--- src/rtl/di_packet_scheduler_pkg.sv ---
`default_nettype none
//==============================================================================
// di_packet_scheduler_pkg : shared types and constants for data-island scheduling
// Revision: 1.0
//==============================================================================
package di_packet_scheduler_pkg;

    typedef enum logic [1:0] {
        CTRL     = 2'd0,
        PREAMBLE = 2'd1,
        GUARD    = 2'd2,
        DATA     = 2'd3
    } di_mode_t;

    localparam int DI_PREAMBLE_LEN = 8;
    localparam int DI_GUARD_LEN    = 2;
    localparam int DI_PACKET_LEN   = 32;
    localparam int DI_MAX_PACKETS  = 18;
    localparam int NUM_PKT_REQ     = 4;

endpackage
`default_nettype wire

--- src/rtl/di_packet_scheduler_if.sv ---
`default_nettype none
//==============================================================================
// di_packet_scheduler_if : request/grant and period-mode bus of the scheduler
// Revision: 1.0
//==============================================================================
interface di_packet_scheduler_if
    import di_packet_scheduler_pkg::*;
();

    logic [NUM_PKT_REQ-1:0] I_req;
    di_mode_t               O_mode;
    logic [NUM_PKT_REQ-1:0] O_grant;
    logic [4:0]             O_pkt_cnt;
    logic                   O_pkt_start;
    logic [NUM_PKT_REQ-1:0] O_ack;
    logic                   O_overrun;

    modport master (
        input  I_req,
        output O_mode, O_grant, O_pkt_cnt, O_pkt_start, O_ack, O_overrun
    );

    modport slave (
        output I_req,
        input  O_mode, O_grant, O_pkt_cnt, O_pkt_start, O_ack, O_overrun
    );

endinterface
`default_nettype wire

--- src/rtl/di_packet_scheduler_packet_arbiter.sv ---
`default_nettype none
//==============================================================================
// packet_arbiter : fixed-priority one-hot select, lowest index wins
// Revision: 1.0
//==============================================================================
module packet_arbiter #(
    parameter int N = 4
) (
    input  wire [N-1:0] req_i,
    output logic [N-1:0] grant_o,
    output logic         any_o
);

    // Two's-complement trick isolates the lowest set bit.
    assign grant_o = req_i & (~req_i + N'(1));
    assign any_o   = |req_i;

endmodule
`default_nettype wire

--- src/rtl/di_packet_scheduler.sv ---
`default_nettype none
//==============================================================================
// di_packet_scheduler : places one data island per line in horizontal blanking
// Revision: 1.0
//==============================================================================
module di_packet_scheduler
    import di_packet_scheduler_pkg::*;
#(
    parameter int VIDEO_X_BITWIDTH = 12,
    parameter int DI_OFFSET        = 10,
    parameter int VIDEO_RESERVE    = 14,
    parameter int MAX_PACKETS      = DI_MAX_PACKETS
) (
    input  wire                        I_clk_pixel,
    input  wire                        I_reset,
    input  wire [VIDEO_X_BITWIDTH-1:0] pixX,
    input  wire [VIDEO_X_BITWIDTH-1:0] screenWidth,
    input  wire [VIDEO_X_BITWIDTH-1:0] frameWidth,
    di_packet_scheduler_if.master      bus
);

    localparam int XW = VIDEO_X_BITWIDTH + 1;
    localparam int FIRST_SPAN = 1 + DI_PREAMBLE_LEN + 2 * DI_GUARD_LEN + DI_PACKET_LEN + VIDEO_RESERVE;
    localparam int NEXT_SPAN  = 1 + DI_PACKET_LEN + DI_GUARD_LEN + VIDEO_RESERVE;

    localparam logic [2:0] c_ST_IDLE        = 3'd0;
    localparam logic [2:0] c_ST_PREAMBLE    = 3'd1;
    localparam logic [2:0] c_ST_LEAD_GUARD  = 3'd2;
    localparam logic [2:0] c_ST_PACKET      = 3'd3;
    localparam logic [2:0] c_ST_TRAIL_GUARD = 3'd4;

    logic [2:0]             state_q, state_d;
    logic [4:0]             cnt_q, cnt_d;
    logic [4:0]             sent_q, sent_d;
    logic [NUM_PKT_REQ-1:0] grant_q, grant_d;

    di_mode_t               mode_q, mode_d;
    logic [NUM_PKT_REQ-1:0] grant_out_q, grant_out_d;
    logic [4:0]             pkt_cnt_q, pkt_cnt_d;
    logic                   start_q, start_d;
    logic [NUM_PKT_REQ-1:0] ack_q, ack_d;
    logic                   overrun_q, overrun_d;

    logic                   wrap_w;
    logic [XW-1:0]          pix_w;
    logic                   trigger_w, first_fits_w, next_fits_w;
    logic [NUM_PKT_REQ-1:0] arb_req_w, arb_grant_w;
    logic                   arb_any_w;

    // Positions are widened by one bit so the fit sums cannot wrap.
    assign pix_w        = {1'b0, pixX};
    assign trigger_w    = (pix_w == ({1'b0, screenWidth} + XW'(DI_OFFSET)));
    assign first_fits_w = ((pix_w + XW'(FIRST_SPAN)) <= {1'b0, frameWidth});
    assign next_fits_w  = ((pix_w + XW'(NEXT_SPAN)) <= {1'b0, frameWidth});

    assign arb_req_w = (state_q == c_ST_PACKET) ? (bus.I_req & ~grant_q) : bus.I_req;

    packet_arbiter #(.N(NUM_PKT_REQ)) u_arbiter (
        .req_i   (arb_req_w),
        .grant_o (arb_grant_w),
        .any_o   (arb_any_w)
    );

    always_ff @(posedge I_clk_pixel) begin
        if (I_reset) begin
            state_q     <= c_ST_IDLE;
            cnt_q       <= '0;
            sent_q      <= '0;
            grant_q     <= '0;
            mode_q      <= CTRL;
            grant_out_q <= '0;
            pkt_cnt_q   <= '0;
            start_q     <= 1'b0;
            ack_q       <= '0;
            overrun_q   <= 1'b0;
        end else begin
            state_q     <= state_d;
            cnt_q       <= cnt_d;
            sent_q      <= sent_d;
            grant_q     <= grant_d;
            mode_q      <= mode_d;
            grant_out_q <= grant_out_d;
            pkt_cnt_q   <= pkt_cnt_d;
            start_q     <= start_d;
            ack_q       <= ack_d;
            overrun_q   <= overrun_d;
        end
    end

    always_comb begin
        state_d = state_q;
        cnt_d   = cnt_q;
        sent_d  = sent_q;
        grant_d = grant_q;
        wrap_w  = 1'b0;
        if (state_q != c_ST_IDLE && pixX == '0) begin
            state_d = c_ST_IDLE;
            cnt_d   = '0;
            sent_d  = '0;
            grant_d = '0;
            wrap_w  = 1'b1;
        end else begin
            case (state_q)
                c_ST_IDLE: begin
                    if (trigger_w && (|bus.I_req) && first_fits_w) begin
                        state_d = c_ST_PREAMBLE;
                        cnt_d   = '0;
                        sent_d  = '0;
                        grant_d = '0;
                    end
                end
                c_ST_PREAMBLE: begin
                    if (cnt_q == 5'(DI_PREAMBLE_LEN - 1)) begin
                        state_d = c_ST_LEAD_GUARD;
                        cnt_d   = '0;
                    end else begin
                        cnt_d = cnt_q + 5'd1;
                    end
                end
                c_ST_LEAD_GUARD: begin
                    if (cnt_q == 5'(DI_GUARD_LEN - 1)) begin
                        cnt_d = '0;
                        if (arb_any_w) begin
                            state_d = c_ST_PACKET;
                            grant_d = arb_grant_w;
                            sent_d  = sent_q + 5'd1;
                        end else begin
                            state_d = c_ST_TRAIL_GUARD;
                        end
                    end else begin
                        cnt_d = cnt_q + 5'd1;
                    end
                end
                c_ST_PACKET: begin
                    if (cnt_q == 5'(DI_PACKET_LEN - 1)) begin
                        cnt_d = '0;
                        if (arb_any_w && (sent_q < 5'(MAX_PACKETS)) && next_fits_w) begin
                            grant_d = arb_grant_w;
                            sent_d  = sent_q + 5'd1;
                        end else begin
                            state_d = c_ST_TRAIL_GUARD;
                            grant_d = '0;
                        end
                    end else begin
                        cnt_d = cnt_q + 5'd1;
                    end
                end
                c_ST_TRAIL_GUARD: begin
                    if (cnt_q == 5'(DI_GUARD_LEN - 1)) begin
                        state_d = c_ST_IDLE;
                        cnt_d   = '0;
                    end else begin
                        cnt_d = cnt_q + 5'd1;
                    end
                end
                default: begin
                    state_d = c_ST_IDLE;
                    cnt_d   = '0;
                end
            endcase
        end
    end

    // Outputs are decoded from the next state so they register alongside it.
    always_comb begin
        mode_d      = CTRL;
        grant_out_d = '0;
        pkt_cnt_d   = '0;
        start_d     = 1'b0;
        ack_d       = '0;
        overrun_d   = overrun_q | wrap_w;
        case (state_d)
            c_ST_PREAMBLE:                      mode_d = PREAMBLE;
            c_ST_LEAD_GUARD, c_ST_TRAIL_GUARD:  mode_d = GUARD;
            c_ST_PACKET: begin
                mode_d      = DATA;
                grant_out_d = grant_d;
                pkt_cnt_d   = cnt_d;
                start_d     = (cnt_d == '0);
                if (cnt_d == 5'(DI_PACKET_LEN - 1)) begin
                    ack_d = grant_d;
                end
            end
            default: ;
        endcase
    end

    assign bus.O_mode      = mode_q;
    assign bus.O_grant     = grant_out_q;
    assign bus.O_pkt_cnt   = pkt_cnt_q;
    assign bus.O_pkt_start = start_q;
    assign bus.O_ack       = ack_q;
    assign bus.O_overrun   = overrun_q;

endmodule
`default_nettype wire

--- src/flat_wrapper.sv ---
// flat-port wrapper written by rule: the top's interface ports become plain ports
module di_packet_scheduler_flat import di_packet_scheduler_pkg::*;
#(
    parameter int VIDEO_X_BITWIDTH = 12,
    parameter int DI_OFFSET        = 10,
    parameter int VIDEO_RESERVE    = 14,
    parameter int MAX_PACKETS      = DI_MAX_PACKETS
)
  (I_clk_pixel, I_reset, pixX, screenWidth, frameWidth, bus_I_req, bus_O_mode, bus_O_grant, bus_O_pkt_cnt, bus_O_pkt_start, bus_O_ack, bus_O_overrun);
  di_packet_scheduler_if bus_i ();
  input  wire I_clk_pixel;
  input  wire I_reset;
  input  wire [VIDEO_X_BITWIDTH-1:0] pixX;
  input  wire [VIDEO_X_BITWIDTH-1:0] screenWidth;
  input  wire [VIDEO_X_BITWIDTH-1:0] frameWidth;
  input wire logic [$bits(bus_i.I_req)-1:0] bus_I_req;
  output wire logic [$bits(bus_i.O_mode)-1:0] bus_O_mode;
  output wire logic [$bits(bus_i.O_grant)-1:0] bus_O_grant;
  output wire logic [$bits(bus_i.O_pkt_cnt)-1:0] bus_O_pkt_cnt;
  output wire logic [$bits(bus_i.O_pkt_start)-1:0] bus_O_pkt_start;
  output wire logic [$bits(bus_i.O_ack)-1:0] bus_O_ack;
  output wire logic [$bits(bus_i.O_overrun)-1:0] bus_O_overrun;
  assign bus_i.I_req = bus_I_req;
  assign bus_O_mode = bus_i.O_mode;
  assign bus_O_grant = bus_i.O_grant;
  assign bus_O_pkt_cnt = bus_i.O_pkt_cnt;
  assign bus_O_pkt_start = bus_i.O_pkt_start;
  assign bus_O_ack = bus_i.O_ack;
  assign bus_O_overrun = bus_i.O_overrun;
  di_packet_scheduler #(.VIDEO_X_BITWIDTH(VIDEO_X_BITWIDTH), .DI_OFFSET(DI_OFFSET), .VIDEO_RESERVE(VIDEO_RESERVE), .MAX_PACKETS(MAX_PACKETS)) u_core (.I_clk_pixel(I_clk_pixel), .I_reset(I_reset), .pixX(pixX), .screenWidth(screenWidth), .frameWidth(frameWidth), .bus(bus_i));
endmodule
--- config.mk ---
export PLATFORM = sky130hd
export DESIGN_NAME = di_packet_scheduler_flat
export DESIGN_NICKNAME = d
export VERILOG_FILES = /design/src/rtl/di_packet_scheduler_pkg.sv /design/src/rtl/di_packet_scheduler_if.sv /design/src/rtl/di_packet_scheduler_packet_arbiter.sv /design/src/rtl/di_packet_scheduler.sv /design/src/flat_wrapper.sv
export SDC_FILE = /design/constraint.sdc
export NUM_CORES = 1
export LEC_CHECK = 0
export CAP_MARGIN = 15
export CELL_PAD_IN_SITES_DETAIL_PLACEMENT = 2
export CELL_PAD_IN_SITES_GLOBAL_PLACEMENT = 2
export CORE_ASPECT_RATIO = 1.5
export CORE_MARGIN = 2
export CORE_UTILIZATION = 33
export DETAILED_ROUTE_END_ITERATION = 12
export PLACE_DENSITY_LB_ADDON = 0.1
export SLEW_MARGIN = 20
export SYNTH_ARGS = -nofsm -noshare
export SYNTH_HDL_FRONTEND = slang
export SYNTH_SLANG_ARGS = --single-unit
--- constraint.sdc ---
create_clock -name I_clk_pixel -period 9.2 [get_ports I_clk_pixel]
set_clock_uncertainty 0.15 [all_clocks]
set_input_delay 1.84 -clock I_clk_pixel [delete_from_list [all_inputs] [get_ports I_clk_pixel]]
set_output_delay 1.84 -clock I_clk_pixel [all_outputs]
set_load 0.01 [all_outputs]
==> run_results.csv, run 1 <==
group,metric,value,unit
status,status,"finished, final reports clean",
critical_path,r2r_end,"u_core.bus.O_ack[3]",
synth,synth-adder-area-share,0.124,
cts,cts_hold_buf,0,
placement,port_buffers,58,
final_timing,fmax,160,MHz
final_timing,worst_slack,2.93,ns
finish,post_layout_nonfiller_instances,535,
run,drv_cap,0,
critical_path,crit_family,"AND-OR/OR-AND gates",
cts,post_cts_resize_count,0,
final_timing,holdWs,0.343,ns
power_and_ir_drop,leakagePower,1.50,nW
synth,netlist-cell-type-count,64,
detailed_routing,met3WireLength,214,µm
final_timing,setup_tns,0,ns
critical_path,path_cells,"clkdlybuf4s50_1, o21ai_0, nand2_1, o21ai_0, nor2_1, xor2_1, ha_1, and3_1, nand4_1, a31o_2, a31o_2, nand4_2, o2111ai_1, a2111oi_1, nor4bb_1",
finish,design.seq.count,34,
synth,flop_cell,"dfxtp_1",
cts,clkTransAtPathRegs,0.06,ns
grt,grt_max_degree,19,
grt,top_usage_layer,"met2",
finish,seq_area_frac,0.178,
critical_path,ff2ff_path_depth,10,
synth,synth-edff-count,0,
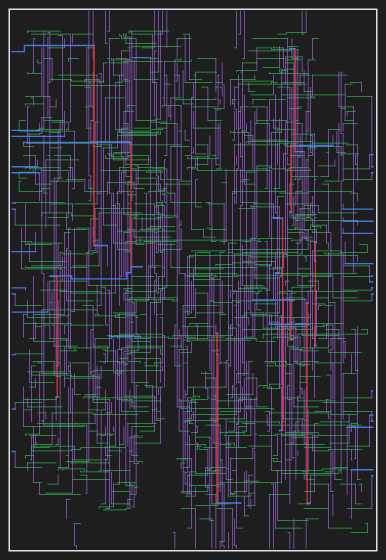
run_1/wires.png
[metal 3] blue | wire length: 215 µm
[metal 2] purple | wire length: 6,330 µm
[metal 4] red | wire length: 301 µm
[metal 1] green | wire length: 3,670 µm
Total GRT Usage: 0.225
routed vias: 3,016

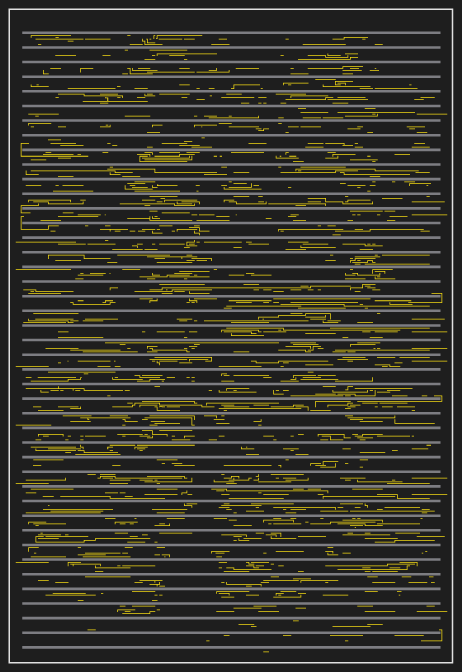
run_1/layer_met1.png
Supply wires on this layer in grey.
wire length on this layer: 3,670 µm
nets with wire on the layer: 459
share of all routed wire: 35%
drt total wl: 10,500 µm
GRT met1 Usage: 0.200

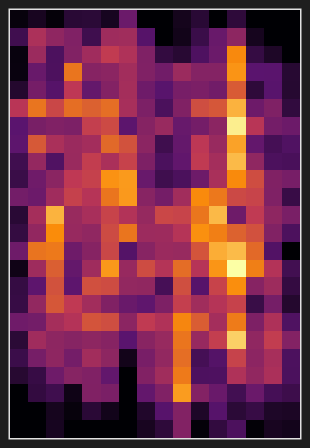
run_1/metal_density.png
16 x 24 tiles, from black (low) to pale yellow (high), scaled to the fullest tile. Values are wire area over tile area, all layers added.
tiles over half the peak: 23%
mean over tiles: 0.16
fullest tile: 0.46
nearly empty tiles: 7.3%
emptiest ninth of the die: bottom left

run_1/placement.png
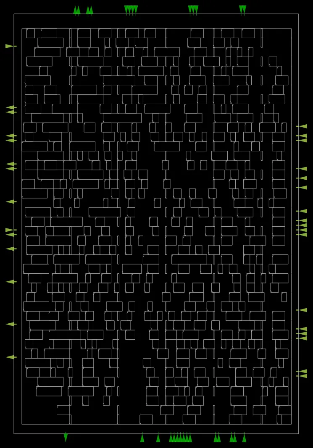

==> inputs of run 2 (changes only) <==
CORE_UTILIZATION = 31   (was 33)
clock period = 6.32 ns   (was 9.2 ns; I/O delays follow)
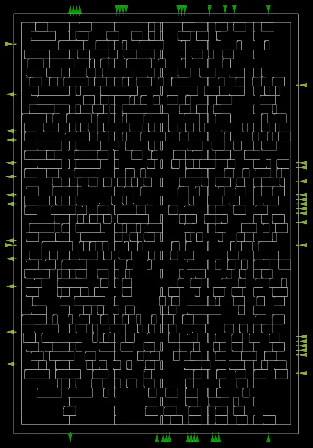
run_2/placement.png
final core utilization: 0.403
registers: 34
core area: 9580 µm²

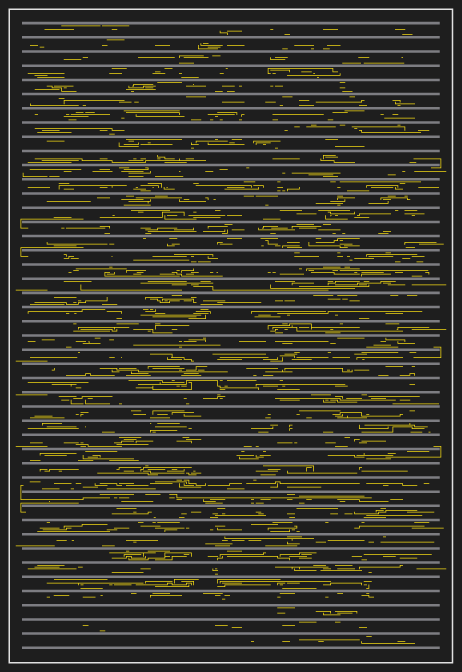
run_2/layer_met1.png
Supply wires on this layer in grey.
GRT met1 Usage: 0.186
routed vias: 2,981

==> run_results.csv, run 2 <==
group,metric,value,unit
power_and_ir_drop,pg_seq,214,µW
detailed_routing,totalWireLength,10100,µm
status,status,"finished, final reports clean",
detailed_routing,met3WireLength,273,µm
placement,dp.cells,534,
run,drv_cap,0,
grt,top_usage_layer,"met2",
synth,synth-edff-count,0,
cts,post_cts_resize_count,0,
power_and_ir_drop,leakagePower,1.53,nW
min_path,hp-class,"flip-flop to flip-flop",
finish,final_cell_mix,"58 x clkdlybuf4s50_1, 36 x nor2_1, 34 x dfxtp_1",
final_timing,fmax,185,MHz
finish,post_layout_nonfiller_instances,542,
critical_path,r2r_end,"u_core.bus.O_ack[3]",
floorplan,initial_utilization,0.315,
synth,top_cell_area_share,0.225,
synth,netlist-cell-type-count,64,
placement,port_buffers,58,
grt,grt_util_all_layers,0.198,
detailed_routing,wl_met1,3650,µm
synth,synth-adder-area-share,0.124,
critical_path,path_cells,"clkdlybuf4s50_1, o21ai_0, nand2_1, o21ai_0, nor2_1, xor2_1, ha_1, and3_1, nand4_1, a31o_2, a31o_2, nand4_2, o2111ai_1, a2111oi_0, buf_4, nor4bb_1",
final_timing,worst_slack,0.906,ns
power_and_ir_drop,pg_comb,149,µW
finish,area_growth_syn_to_layout,27.7,%
synth,flop_cell,"dfxtp_1",
critical_path,ff2ff_path_depth,11,
grt,grt_max_degree,19,
final_timing,setup_tns,0,ns
cts,clkTransAtPathRegs,0.06,ns
critical_path,cp.arrival,5.46,ns
